--- src/rtl/display_page_ctrl.sv ---
// Shares a 4-digit seven-segment display between four debug sources.
// Debounced next/hold buttons, optional auto-rotation, registered page output.
module display_page_ctrl #(
  parameter int unsigned WIDTH   = 16,
  parameter int unsigned DEB_CNT = 1_000_000,
  parameter int unsigned ROT_CNT = 100_000_000
) (
  input  logic             clk,
  input  logic             rst,
  input  logic             btn_next,
  input  logic             btn_hold,
  input  logic             auto_en,
  input  logic [WIDTH-1:0] src0,
  input  logic [WIDTH-1:0] src1,
  input  logic [WIDTH-1:0] src2,
  input  logic [WIDTH-1:0] src3,
  output logic [WIDTH-1:0] data_out,
  output logic [1:0]       page,
  output logic             held,
  output logic             page_pulse
);

  localparam int unsigned DEB_W = (DEB_CNT > 1) ? $clog2(DEB_CNT) : 1;
  localparam int unsigned ROT_W = (ROT_CNT > 1) ? $clog2(ROT_CNT) : 1;
  localparam logic [DEB_W-1:0] DEB_LAST = DEB_W'(DEB_CNT - 1);
  localparam logic [ROT_W-1:0] ROT_LAST = ROT_W'(ROT_CNT - 1);

  typedef enum logic {
    RUN  = 1'b0,
    HOLD = 1'b1
  } state_t;

  state_t           state;
  state_t           state_nxt;
  logic             run_c;
  logic             held_c;
  logic [1:0]       btn_raw;
  logic [1:0]       sync1;
  logic [1:0]       sync2;
  logic [1:0]       press_p;
  logic             next_p;
  logic             hold_p;
  logic [ROT_W-1:0] rot_cnt;
  logic             rot_tick_c;
  logic             adv_c;
  logic             adv_q;
  logic [WIDTH-1:0] src_sel_c;

  assign btn_raw = {btn_hold, btn_next};
  assign next_p  = press_p[0];
  assign hold_p  = press_p[1];

  // Two-flop synchronizer for both raw buttons
  always_ff @(posedge clk or posedge rst) begin
    if (rst) begin
      sync1 <= '0;
      sync2 <= '0;
    end else begin
      sync1 <= btn_raw;
      sync2 <= sync1;
    end
  end

  // Per-button debouncer: accept a new level after DEB_CNT stable cycles, pulse on press
  for (genvar i = 0; i < 2; i++) begin : g_deb
    logic [DEB_W-1:0] cnt;
    logic             lvl;
    logic             pulse;

    always_ff @(posedge clk or posedge rst) begin
      if (rst) begin
        cnt   <= '0;
        lvl   <= 1'b0;
        pulse <= 1'b0;
      end else begin
        pulse <= 1'b0;
        if (sync2[i] == lvl) begin
          cnt <= '0;
        end else if (cnt == DEB_LAST) begin
          cnt   <= '0;
          lvl   <= sync2[i];
          pulse <= sync2[i];
        end else begin
          cnt <= cnt + DEB_W'(1);
        end
      end
    end

    assign press_p[i] = pulse;
  end

  // Hold FSM: state register
  always_ff @(posedge clk or posedge rst) begin
    if (rst) state <= RUN;
    else     state <= state_nxt;
  end

  // Hold FSM: next state
  always_comb begin
    state_nxt = state;
    case (state)
      RUN:     if (hold_p) state_nxt = HOLD;
      HOLD:    if (hold_p) state_nxt = RUN;
      default: state_nxt = RUN;
    endcase
  end

  // Hold FSM: state decode (flop-derived, glitch-free)
  always_comb begin
    run_c  = 1'b0;
    held_c = 1'b0;
    case (state)
      RUN:     run_c  = 1'b1;
      HOLD:    held_c = 1'b1;
      default: run_c  = 1'b1;
    endcase
  end

  assign held = held_c;

  assign rot_tick_c = run_c && auto_en && (rot_cnt == ROT_LAST);
  assign adv_c      = run_c && (next_p || rot_tick_c);

  // Rotation interval counter; paused in HOLD, restarted by a manual step
  always_ff @(posedge clk or posedge rst) begin
    if (rst) begin
      rot_cnt <= '0;
    end else if (!auto_en) begin
      rot_cnt <= '0;
    end else if (run_c) begin
      if (next_p || rot_tick_c) rot_cnt <= '0;
      else                      rot_cnt <= rot_cnt + ROT_W'(1);
    end
  end

  always_comb begin
    src_sel_c = src0;
    case (page)
      2'd1:    src_sel_c = src1;
      2'd2:    src_sel_c = src2;
      2'd3:    src_sel_c = src3;
      default: src_sel_c = src0;
    endcase
  end

  // Page, output register and page strobe aligned with the first new-page data
  always_ff @(posedge clk or posedge rst) begin
    if (rst) begin
      page       <= '0;
      adv_q      <= 1'b0;
      page_pulse <= 1'b0;
      data_out   <= '0;
    end else begin
      adv_q      <= adv_c;
      page_pulse <= adv_q;
      if (adv_c) page <= page + 2'd1;
      if (run_c) data_out <= src_sel_c;
    end
  end

endmodule
--- config.mk ---
export PLATFORM = sky130hd
export DESIGN_NAME = display_page_ctrl
export DESIGN_NICKNAME = d
export VERILOG_FILES = /design/src/rtl/display_page_ctrl.sv
export SDC_FILE = /design/constraint.sdc
export NUM_CORES = 1
export LEC_CHECK = 0
export CAP_MARGIN = 0
export CORE_ASPECT_RATIO = 1.75
export CORE_MARGIN = 2
export CORE_UTILIZATION = 45
export CTS_CLUSTER_DIAMETER = 30
export DETAILED_ROUTE_END_ITERATION = 16
export GPL_TIMING_DRIVEN = 0
export PLACE_DENSITY = 0.74
export RECOVER_POWER = 50
export SKIP_CTS_REPAIR_TIMING = 1
export SYNTH_ARGS = -nofsm -noshare
export SYNTH_HDL_FRONTEND = slang
export SYNTH_SLANG_ARGS = --single-unit
--- constraint.sdc ---
create_clock -name clk -period 3.3 [get_ports clk]
set_input_delay 0.33 -clock clk [delete_from_list [all_inputs] [get_ports clk]]
set_output_delay 0.33 -clock clk [all_outputs]
set_load 0.03 [all_outputs]
==> impl_metrics.csv, run 1 <==
group,metric,value,unit
finish,antenna_cells,0,
pwr,power.internal,1.95,mW
final_timing,slew_violations,31,
floorplan,die_area,11800,sq um
run_status,status,"finished with violations",
worst_setup_path,cp-startpoint,"rot_cnt[0]",
pwr,finalPower,2.54,mW
synthesis,adder_share,1.78,%
run_status,failed_checks,"max-capacitance violations, max-slew violations",
synthesis,netlist_area,4910,sq um
worst_setup_path,end_kind,"register",
routing,vias,4317,
worst_setup_path,critPathKind,"register to register",
routing,ant_nets,0,
synthesis,top_area_cell,"dfrtp_1",
routing,dr.pass1.iters,5,
finish,final_nets,666,
flow_run,cap_violations,1,
routing,totalWireLength,12800,microns
cts,tritoncts,"done",
cts,cts_buffer_depth,2,
synthesis,yosysChipArea,4910,sq um
grt,grt_antenna_before_repair,0,
synthesis,netlist_instances,490,
routing,viasPerCell,5.95,
final_timing,max_freq,0.448,GHz
pwr,leakage,2.70,nW
finish,final_core_util,58.8,%
synthesis,yosys_warnings,0,
pwr,power.switching,589,uW
synthesis,ys_sh_simple,22.0,%
floorplan,rows,50,
run 1: worst max-delay path: stages (launching register included):
cell	delay, ps
dfrtp_1	410
ha_1	220
nand3_2	180
nor4_4	480
a2111oi_4	190
buf_6	190
buf_4	180
a31oi_1	180
a31oi_1	60
run 1: power by group through the flow:
stage,combinational (mW),sequential [mW],clock [mW]
after floorplan,0.0857,1.27,0
after global placement,0.229,1.25,0
after detailed placement,0.238,1.25,0
after CTS,0.240,1.23,1.09
after global routing,0.255,1.23,1.14
final,0.237,1.23,1.07
run 1: routing by layer:
layer | GRT usage (%) | vias to the layer above | routed length, microns
met4 | 8.28 | 0 | 284
met3 | 3.36 | 24 | 575
met5 | 0 | - | 0
met2 | 38.5 | 155 | 6850
li1 | - | 2004 | -
met1 | 26.0 | 2134 | 5110
run 1: layout by cell type, fill, tap and decap left out, types with 6 or more instances in the layout:
| cell type | n |
|---|---|
| a211oi_1 | 15 |
| a21o_1 | 15 |
| a21oi_1 | 15 |
| a222oi_1 | 16 |
| a31oi_1 | 17 |
| and3_1 | 17 |
| and4_1 | 6 |
| clkbuf_1 | 17 |
| clkbuf_16 | 9 |
| clkdlybuf4s50_1 | 84 |
| dfrtp_1 | 96 |
| ha_1 | 7 |
| inv_1 | 10 |
| nand2_1 | 30 |
| nand3_1 | 27 |
| nand4_1 | 20 |
| nor2_1 | 64 |
| nor3_1 | 9 |
| o21ai_0 | 10 |
| xnor2_1 | 18 |
| xor2_1 | 23 |
run 1: state kept, by name, indices dropped and copies added, names as in the netlist:
register and count:
page_pulse 1, data_out 16, rot_cnt 27, g_deb.cnt 40, g_deb.lvl 2, adv_q 1, sync1 2, page 2
sync2 2, state 1, g_deb.pulse 2
run 1: cell type report:
class | instances | area [sq um]
sequential | 96 | 2400
clock inverter | 6 | 66.3
inverter | 11 | 42.5
timing repair buffer | 89 | 908
clock buffer | 10 | 239
tap | 130 | 163
multi-input combinational | 360 | 2350
buffer | 23 | 118
fill | 867 | 4410
run 1: path summary, 6_finish.rpt:
| check | to | slack (ps) | cells past startpoint |
|---|---|---|---|
| worst max-delay path | rot_cnt[15] | 1070 | 8 |
| worst min-delay path | sync2[1] | 350 | 0 |
| worst max register to register | rot_cnt[15] | 1070 | 8 |
| worst min register to register | sync2[1] | 350 | 0 |
| max in group asynchronous | rot_cnt[8] | 1610 | 3 |
| min in group asynchronous | data_out[11] | 800 | 2 |
run 1: cell families (layout without fill, tap and decap cells):
group | count (synthesis) | in the layout
compound gates | 101 | 101
xor+xnor | 41 | 41
fa+ha+maj | 7 | 7
buf+inv | 34 | 139
flops | 96 | 96
mux | 7 | 7
simple gates | 204 | 204
run_1/clk_routes.png
(2 px per micron)
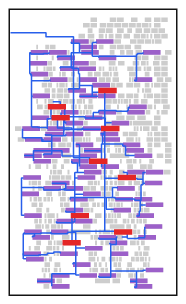
Blue stands for clock wires, length 1180 microns. Purple stands for flip-flops, count 96. Red stands for clock drivers, count 9.
Position of the flops: widely spread. There are 10 routed clock nets.

run_1/io_fan.png
(4 px per micron)
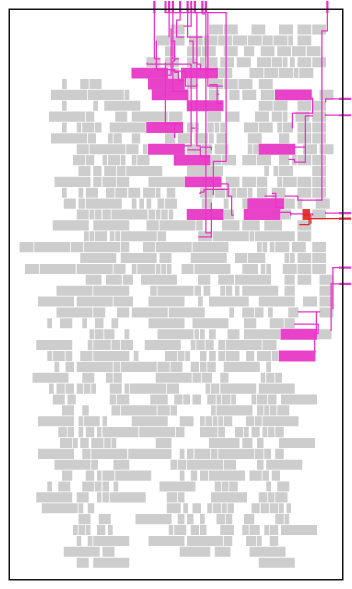
Red stands for rst, bits 1, direction input, end cells 1, buffers 1, wire 15.3 microns. Magenta stands for data_out, bits 16, direction output, end cells 16, buffers 16, wire 591 microns.

run_1/placement_by_type.png
(2 px per micron)
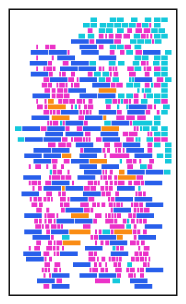
Orange stands for clock drivers and dummy loads, cells 16, share of their area 5.0%. Blue stands for sequential cells, cells 96, share of their area 39%. Magenta stands for combinational and other logic, cells 371, share of their area 39%. Cyan stands for remaining buffers and delay cells, cells 112, share of their area 17%.

run_1/flops_by_reg.png
(2 px per micron) Other sequential cells in the stronger grey, the rest of the logic in the fainter grey.
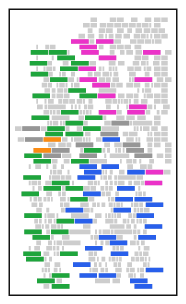

## Run 2: what changed since run 1
==> constraint.sdc (replaced) <==
create_clock -name clk -period 2.2 [get_ports clk]
set_input_delay 0.22 -clock clk [delete_from_list [all_inputs] [get_ports clk]]
set_output_delay 0.22 -clock clk [all_outputs]
set_load 0.03 [all_outputs]
run_2/flops_by_reg.png
(2 px per micron) Other sequential cells in the stronger grey, the rest of the logic in the fainter grey.
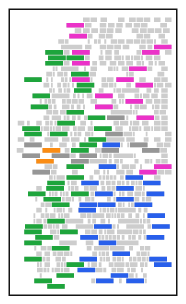
Green stands for g_deb.cnt, sequential cells 40. Orange stands for sync2, sequential cells 2. Magenta stands for data_out, sequential cells 16. Blue stands for rot_cnt, sequential cells 27.
Another 11 sequential cells are not coloured.

==> impl_metrics.csv, run 2 <==
group,metric,value,unit
finish,final_nets,675,
pwr,power.internal,3.27,mW
final_timing,slew_violations,0,
final_timing,max_freq,0.474,GHz
routing,ant_nets,0,
synthesis,ys_sh_simple,22.0,%
worst_setup_path,crit_chain,"ha_4 -> nand3_4 -> nor4_4 -> buf_4 -> a2111oi_4 -> buf_4 -> buf_8 -> buf_6 -> a31oi_1 -> a31oi_1",
worst_setup_path,crit_family,"buffers and inverters",
worst_setup_path,cpPeakStageDelay,430,ps
finish,antenna_cells,0,
finish,final_core_util,60.5,%
worst_setup_path,worst-path-buf-inv,4,
finish,top_regs,"g_deb.cnt x40, rot_cnt x27, data_out x16",
worst_setup_path,critPathKind,"register to register",
floorplan,rows,50,
synthesis,netlist_instances,490,
run_status,status,"completed",
routing,dr.pass1.iters,6,
synthesis,yosysChipArea,4910,sq um
synthesis,yosys_warnings,0,
routing,vias,4367,
finish,final_cell_mix,"96 x dfrtp_1, 82 x clkdlybuf4s50_1, 64 x nor2_1",
[run 2: worst reg2reg max path: cells and delay by family (launching register included)]
family                   cells  cell delay [ps]
adder cells (fa/ha/maj)      1              190
flip-flops                   1              430
buffers and inverters        4              660
AND/OR/NAND/NOR              2              160
AND-OR/OR-AND                3              590
[run 2: kinds of logic after synthesis]
kind of cell	after synthesis
AND/OR/NAND/NOR	204
AND-OR/OR-AND	101
flip-flops	96
XOR/XNOR	41
buffers and inverters	34
multiplexers	7
adder cells (fa/ha/maj)	7
[run 2: path summary, 6_finish.rpt]
| check | start | endpoint | slack (ps) | cells past startpoint |
|---|---|---|---|---|
| hold / removal | sync1[1] | sync2[1] | 350 | 0 |
| setup reg to reg | rot_cnt[1] | rot_cnt[16] | 90 | 10 |
| hold reg to reg | sync1[1] | sync2[1] | 350 | 0 |
| max in group asynchronous | rst | rot_cnt[6] | 300 | 4 |
| min in group asynchronous | rst | g_deb[0].cnt[17] | 570 | 2 |
| setup / recovery | rot_cnt[1] | rot_cnt[16] | 90 | 10 |
[run 2: metrics by stage]
| stage | hold WS, ps | cells | setup TNS, ps | cell area (sq um) |
|---|---|---|---|---|
| 5_1_grt | 355 | 734 | 0 | 6470 |
| 2_1_floorplan | 251 | 490 | 0 | 4920 |
| 3_3_place_gp | 336 | 708 | -14600 | 5960 |
| 4_1_cts | 307 | 726 | -231 | 6370 |
| 6_report | 350 | 734 | 0 | 6470 |
| 3_5_place_dp | 337 | 710 | -2270 | 6000 |
[run 2: per-layer routing]
layer  vias up  part of all wire, %  global-route usage (%)
li1       2035                    -                       -
met1      2131                   39                    25.5
met2       162                   53                    38.0
met3        39                  4.6                    3.48
met4         0                  3.8                    11.0
met5         -                    0                       0
[run 2: power groups by stage]
| stage | Combinational [mW] | Sequential [mW] | Clock, mW |
|---|---|---|---|
| after floorplan | 0.129 | 1.90 | 0 |
| after global placement | 0.346 | 1.88 | 0 |
| after detailed placement | 0.363 | 1.88 | 0 |
| after CTS | 0.365 | 1.85 | 1.94 |
| after global routing | 0.405 | 1.86 | 2.02 |
| final | 0.374 | 1.85 | 1.91 |
[run 2: area by class of cell]
cell class / count / area [sq um]
multi-input cells: 360 / 2390
inverters: 11 / 42.5
repair buffers: 98 / 968
flip-flops and latches: 96 / 2400
clock buffers: 11 / 243
plain buffers: 23 / 133
well taps: 130 / 163
fillers: 875 / 4230
clock inverters: 5 / 128
run_2/clk_routes.png
(2 px per micron)
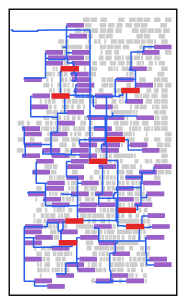

## Run 3: what changed since run 2
--- a/config.mk
+++ b/config.mk
@@ -14,6 +14,7 @@
 export GPL_TIMING_DRIVEN = 0
 export PLACE_DENSITY = 0.74
 export RECOVER_POWER = 50
+export REMOVE_ABC_BUFFERS = 1
 export SKIP_CTS_REPAIR_TIMING = 1
 export SYNTH_ARGS = -nofsm -noshare
 export SYNTH_HDL_FRONTEND = slang
==> constraint.sdc (replaced) <==
create_clock -name clk -period 2.6 [get_ports clk]
set_input_delay 0.26 -clock clk [delete_from_list [all_inputs] [get_ports clk]]
set_output_delay 0.26 -clock clk [all_outputs]
set_load 0.03 [all_outputs]
run_3/clk_routes.png
(2 px per micron)
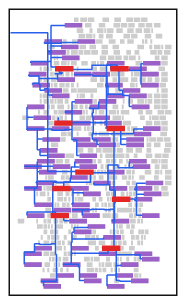
Purple stands for flip-flops, count 96. Red stands for clock drivers, count 9. Blue stands for clock wires, length 1160 microns.
There are 10 routed clock nets.

==> impl_metrics.csv, run 3 <==
group,metric,value,unit
run_status,status,"completed",
final_timing,hold_slack,348,ps
synthesis,top_area_share,48.9,%
grt,grt_pass1_vias,4249,
final_timing,hold_viol,0,
final_timing,max_freq,0.414,GHz
finish,fin_area,6230,sq um
finish,logic_area,2350,sq um
final_timing,slew_violations,0,
finish,final_nets,647,
synthesis,synthFlopType,"dfrtp_1",
cts,cts_buffer_depth,2,
finish,seq_area,2410,sq um
finish,syn2layout_area_growth,26.7,%
finish,top_regs,"g_deb.cnt x40, rot_cnt x27, data_out x16",
grt,grt_antenna_before_repair,0,
finish,instances_no_fill,706,
placement,place_area,5900,sq um
finish,final_cell_mix,"95 x dfrtp_1, 83 x clkdlybuf4s50_1, 64 x nor2_1",
finish,fillers,893,
synthesis,netlist_instances,490,
synthesis,yosysChipArea,4910,sq um
pwr,power.density,513,nW/um^2
placement,dp.cells,688,
worst_setup_path,critPathKind,"register to register",
routing,dr.pass1.iters,6,
routing,ant_nets,0,
synthesis,yosys_warnings,0,
floorplan,fp.dieW,83,microns
synthesis,edf_count,0,
floorplan,rows,50,
floorplan,io_pins,89,
final_timing,tns,0,ps
worst_setup_path,start_kind,"register",
worst_setup_path,end_kind,"register",
final_timing,relSlewSlack,21.4,%
synthesis,async_flop_share,100,%
finish,final_core_util,58.2,%
routing,vias,4209,
finish,antenna_cells,0,
cts,numCtsBuffers,9,
-- run 3: path summary, 6_finish.rpt --
kind	depth (start not counted)	slack (ps)	from	endpoint
worst max-delay path	8	190	rot_cnt[0]	rot_cnt[6]
worst min-delay path	0	350	sync1[0]	sync2[0]
worst max register to register	8	190	rot_cnt[0]	rot_cnt[6]
worst min register to register	0	350	sync1[0]	sync2[0]
max in group asynchronous	3	1130	rst	adv_q
min in group asynchronous	2	610	rst	data_out[12]
-- run 3: report_power, final --
group,internal [mW],leakage (nW),switching [mW]
clock network,0.800,0.143,0.541
registers,1.53,1.28,0.0340
logic,0.163,1.24,0.130
total,2.49,2.67,0.704
-- run 3: cell families after synthesis --
kind of cell	synth area share, %
buffers and inverters	3.23
adder cells (fa/ha/maj)	1.78
multiplexers	1.53
flip-flops	48.9
AND/OR/NAND/NOR	22.0
XOR/XNOR	7.31
AND-OR/OR-AND	15.2
-- run 3: per-layer routing --
layer | part of all wire (%) | GRT usage [%]
met5 | 0 | 0
met4 | 2.3 | 9.06
met3 | 3.9 | 4.18
met2 | 55 | 38.4
met1 | 39 | 23.2
-- run 3: area by class of cell --
cell class / instances / area share (%)
sequential: 96 / 38.6
multi-input combinational: 360 / 37.8
timing repair buffer: 93 / 15.4
clock buffer: 14 / 4.24
tap: 130 / 2.61
inverter: 11 / 0.683
clock inverter: 2 / 0.603
-- run 3: critical path: stages, from the launching register on --
cell       delay, ps
dfrtp_1          420
ha_1             250
nand3_2          170
nor4_4           100
a2111oi_4        630
buf_8            250
buf_8            180
nand2b_1          90
o311ai_1         230
Power figures rest on the tool's default switching activity, not on a simulated workload.
